==> images/m3.png <==
Scale bar: 50 um.
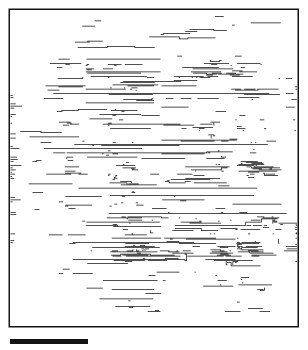
==> images/congestion_map.png <==
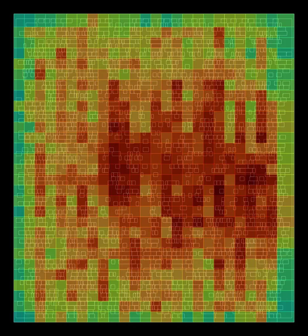
<file path="src/rtl/kgp_pkg.sv">
// KGPminiRISC shared definitions: datapath widths, execute function codes
// and the lowest-differing-bit helper.
package kgp_pkg;

  localparam int DATA_W = 32;
  localparam int FUNC_W = 4;

  localparam logic [FUNC_W-1:0] FUNC_ADD   = 4'd0;
  localparam logic [FUNC_W-1:0] FUNC_COMP  = 4'd1;
  localparam logic [FUNC_W-1:0] FUNC_AND   = 4'd2;
  localparam logic [FUNC_W-1:0] FUNC_XOR   = 4'd3;
  localparam logic [FUNC_W-1:0] FUNC_SHLL  = 4'd4;
  localparam logic [FUNC_W-1:0] FUNC_SHRL  = 4'd5;
  localparam logic [FUNC_W-1:0] FUNC_SHRA  = 4'd6;
  localparam logic [FUNC_W-1:0] FUNC_SHLLV = 4'd7;
  localparam logic [FUNC_W-1:0] FUNC_SHRLV = 4'd8;
  localparam logic [FUNC_W-1:0] FUNC_SHRAV = 4'd9;
  localparam logic [FUNC_W-1:0] FUNC_DIFF  = 4'd10;
  localparam logic [FUNC_W-1:0] FUNC_MOVB  = 4'd11;

  localparam logic [5:0] DIFF_NONE = 6'd32;

  // Scan from the top so the last hit is the lowest set bit.
  function automatic logic [5:0] lowest_set(input logic [DATA_W-1:0] v);
    logic [5:0] idx;
    idx = DIFF_NONE;
    for (int i = DATA_W - 1; i >= 0; i--) begin
      if (v[i]) idx = 6'(i);
    end
    return idx;
  endfunction

endpackage

</file>
<file path="src/rtl/alu_core.sv">
// Combinational ALU for the execute stage: result, carry update
// and illegal-code detection.
module alu_core
  import kgp_pkg::*;
(
  input  logic [FUNC_W-1:0] func,
  input  logic [DATA_W-1:0] a,
  input  logic [DATA_W-1:0] b,
  input  logic [4:0]        shamt,
  output logic [DATA_W-1:0] result,
  output logic              carry_out,
  output logic              carry_wr,
  output logic              illegal
);

  logic [DATA_W:0] sum;

  assign sum = {1'b0, a} + {1'b0, b};

  always_comb begin
    result    = '0;
    carry_out = 1'b0;
    carry_wr  = 1'b0;
    illegal   = 1'b0;
    unique case (func)
      FUNC_ADD: begin
        result    = sum[DATA_W-1:0];
        carry_out = sum[DATA_W];
        carry_wr  = 1'b1;
      end
      FUNC_COMP: begin
        result    = ~b + 1'b1;
        carry_out = (b == '0);
        carry_wr  = 1'b1;
      end
      FUNC_AND:   result = a & b;
      FUNC_XOR:   result = a ^ b;
      FUNC_SHLL:  result = a << shamt;
      FUNC_SHRL:  result = a >> shamt;
      FUNC_SHRA:  result = $unsigned($signed(a) >>> shamt);
      FUNC_SHLLV: result = a << b[4:0];
      FUNC_SHRLV: result = a >> b[4:0];
      FUNC_SHRAV: result = $unsigned($signed(a) >>> b[4:0]);
      FUNC_DIFF:  result = {{(DATA_W-6){1'b0}}, lowest_set(a ^ b)};
      FUNC_MOVB:  result = b;
      default:    illegal = 1'b1;
    endcase
  end

endmodule

</file>
<file path="src/rtl/exec_stage.sv">
// KGPminiRISC execute stage: handshake, 1-entry result register
// and the carry/zero/sign flags consumed by the branch unit.
module exec_stage
  import kgp_pkg::*;
#(
  parameter int DATA_W_P = DATA_W,
  parameter int FUNC_W_P = FUNC_W
) (
  input  logic                clk,
  input  logic                rst,
  input  logic                flush,
  input  logic                in_valid,
  output logic                in_ready,
  input  logic [FUNC_W_P-1:0] in_func,
  input  logic [DATA_W_P-1:0] in_a,
  input  logic [DATA_W_P-1:0] in_b,
  input  logic [4:0]          in_shamt,
  input  logic [4:0]          in_rd,
  output logic                out_valid,
  input  logic                out_ready,
  output logic [DATA_W_P-1:0] out_result,
  output logic [4:0]          out_rd,
  output logic                out_we,
  output logic                out_illegal,
  output logic                flag_carry,
  output logic                flag_zero,
  output logic                flag_sign
);

  logic [DATA_W_P-1:0] alu_result;
  logic                alu_carry;
  logic                alu_carry_wr;
  logic                alu_illegal;
  logic                accept;

  alu_core u_alu (
    .func      (in_func),
    .a         (in_a),
    .b         (in_b),
    .shamt     (in_shamt),
    .result    (alu_result),
    .carry_out (alu_carry),
    .carry_wr  (alu_carry_wr),
    .illegal   (alu_illegal)
  );

  assign in_ready = !flush && (!out_valid || out_ready);
  assign accept   = in_valid && in_ready;

  always_ff @(posedge clk) begin
    if (rst) begin
      out_valid   <= 1'b0;
      out_result  <= '0;
      out_rd      <= '0;
      out_we      <= 1'b0;
      out_illegal <= 1'b0;
      flag_carry  <= 1'b0;
      flag_zero   <= 1'b0;
      flag_sign   <= 1'b0;
    end else if (accept) begin
      out_valid   <= 1'b1;
      out_result  <= alu_result;
      out_rd      <= in_rd;
      out_we      <= !alu_illegal;
      out_illegal <= alu_illegal;
      if (!alu_illegal) begin
        flag_zero <= (alu_result == '0);
        flag_sign <= alu_result[DATA_W_P-1];
      end
      if (alu_carry_wr) flag_carry <= alu_carry;
    end else if (flush || out_ready) begin
      // Consumed or redirected: drop valid, keep the data registers.
      out_valid <= 1'b0;
    end
  end

endmodule

</file>
<file path="config.mk">
export PLATFORM = sky130hd
export DESIGN_NAME = exec_stage
export DESIGN_NICKNAME = d
export VERILOG_FILES = /design/src/rtl/kgp_pkg.sv /design/src/rtl/alu_core.sv /design/src/rtl/exec_stage.sv
export SDC_FILE = /design/constraint.sdc
export NUM_CORES = 1
export LEC_CHECK = 0
export CORE_ASPECT_RATIO = 1.1
export CORE_MARGIN = 1
export CORE_UTILIZATION = 30
export DETAILED_ROUTE_END_ITERATION = 7
export HOLD_SLACK_MARGIN = 0.08
export PLACE_DENSITY = 0.46
export SLEW_MARGIN = 20
export SYNTH_ARGS = -nofsm -noshare
export SYNTH_HDL_FRONTEND = slang
export SYNTH_HIERARCHICAL = 1
export SYNTH_SLANG_ARGS = --single-unit
</file>
<file path="constraint.sdc">
create_clock -name clk -period 4.65 [get_ports clk]
set_input_delay 0.93 -clock clk [delete_from_list [all_inputs] [get_ports clk]]
set_output_delay 0.93 -clock clk [all_outputs]
set_load 0.05 [all_outputs]
</file>
==> Slide: Implementation Results <==
Implementation Results

Final timing
  – Min Hold Slack: 0.456 ns
  – Post-layout min period: 4.59 ns
  – Final Slew Violations: 0
  – Setup ws final: 0.0636 ns
  – Total Neg Setup Slack: 0 ns
  – Final setup vio count: 0
  – Slew headroom: 24.5%
  – Maximum clock frequency: 218 MHz
  – Worst Tran Pin Value: 1.13 ns
  – Hold Vio Cnt, Final: 0
  – Clock skew: 0.00664 ns
  – Tcrit/Tclk final: 98.6%

Hold path
  – Worst hold path endpoint: out_result[30]
  – HP Class: reg2reg
  – Hold path startpoint: out_result[30]

Layout
  – Most used logic cell in the final layout: buf_4
  – Most common logic cells in the final layout: buf_4, nand2_1, mux2i_1
  – Max FFs per register: 32
  – Final clock-cell share: 0.856%
  – Combinational fraction of the cell area: 57.1%
  – Flop share of the area: 4.95%
  – Fillers: 3,694
  – Nonclk inv count: 14
  – Reg with most FFs: out_result
  – Final nets: 2,263
  – Regs by FF count: out_result (32), out_rd (5)
  – MI comb cells: 1,384

Drt
  – Post-Route WL: 71.7 mm
  – Pre-antenna DRT Iters: 6
  – Initial DRC count: 1,771
  – Met2 WL: 32.2 mm
  – Highest metal used: met5
  – Routed met1 length: 30.6 mm
  – Vias after detailed routing: 15,700
  – Via count normalized by instance count: 5.97
  – Avg WL per Cell: 27.3 um
  – Post-route DRC: 0

Power
  – Sequential power: 394 uW
  – Combinational power: 2.31 mW
  – Maximum vdd ir drop: 166 uV
  – P_leak: 7.52 nW
  – Switching portion of total power: 47.5%
  – Pwr Density: 176 nW/um^2
  – Clk power: 357 uW
  – Internal: 1.61 mW

Clock network
  – TritonCTS clock tree: yes
  – Post-cts sizing count: 44
  – Clock Path Buffers: 2
  – Hold-fix buffers, CTS: 0
  – Sink Count: 43
  – Htree depth: 2
  – Root Buffer: clkbuf_16
  – Clk_lat worst skew: 0.29 ns

Job
  – Tool warnings: 26

Place
  – DP HPWL: 60.1 mm
  – DP Cell Count: 2,596
  – Place WS: -0.727 ns

Synth
  – Synth top cell by count: nand2_1
  – Flip-flops with a built-in enable: 0
  – Synth Area in Simple Gates: 26.2%
  – Cell type with the largest total area: mux2i_1
  – Syn avg cell area: 6.84 sq um
  – Seq share, synth: 7.91%
  – Aoi share: 29.8%
  – Top-area cell share: 14.4%
  – Post-synth ARST share: 0%
  – Synth Area in Adders: 3.98%
  – Post-synth area from yosys stat: 10,900 sq um
  – Ys flop type: dfxtp_1
  – Cell Area, Synth: 10,900 sq um

Worst setup path
  – Reg2Reg Depth: 5
  – CP Capture Type: flip-flop
  – Kind of start point of the critical path: input port
  – Crit path top cell by count: buf_4
  – CP max-delay cell: o41ai_2
  – Crit-path max FO: 8
  – R2R Setup Slk: 3.16 ns
  – Stages on the worst setup path: 19
  – CP Data Required Time: 4.88 ns
  – Slowest stage delay, CP: 0.49 ns
  – RR Startpoint: out_valid
  – Crit path from: in_a[21]

Floorplanning
  – Tap cells: 481
  – Die area: 37,000 sq um
  – Row count: 72
  – Die H: 202 um
  – FP Util: 30.7%
  – I/O Pins: 127
  – Core area: 35,400 sq um

GRT
  – GR Util met3: 5.01%
  – Met2 Usage GRT: 61.0%
  – Number of global-route vias before repair: 15,100

Run status
  – Status: complete, no violations
Notes on m3.png above:
wire length on this layer	4,930 um
main direction	horizontal
longest straight run	138 um
nets with wire on the layer	304
share of all routed wire	6.9%

Notes on congestion_map.png above:
Util after Layout: 49.1%
GRT Total Usage: 38.0%

Power figures rest on the tool's default switching activity, not on a simulated workload.
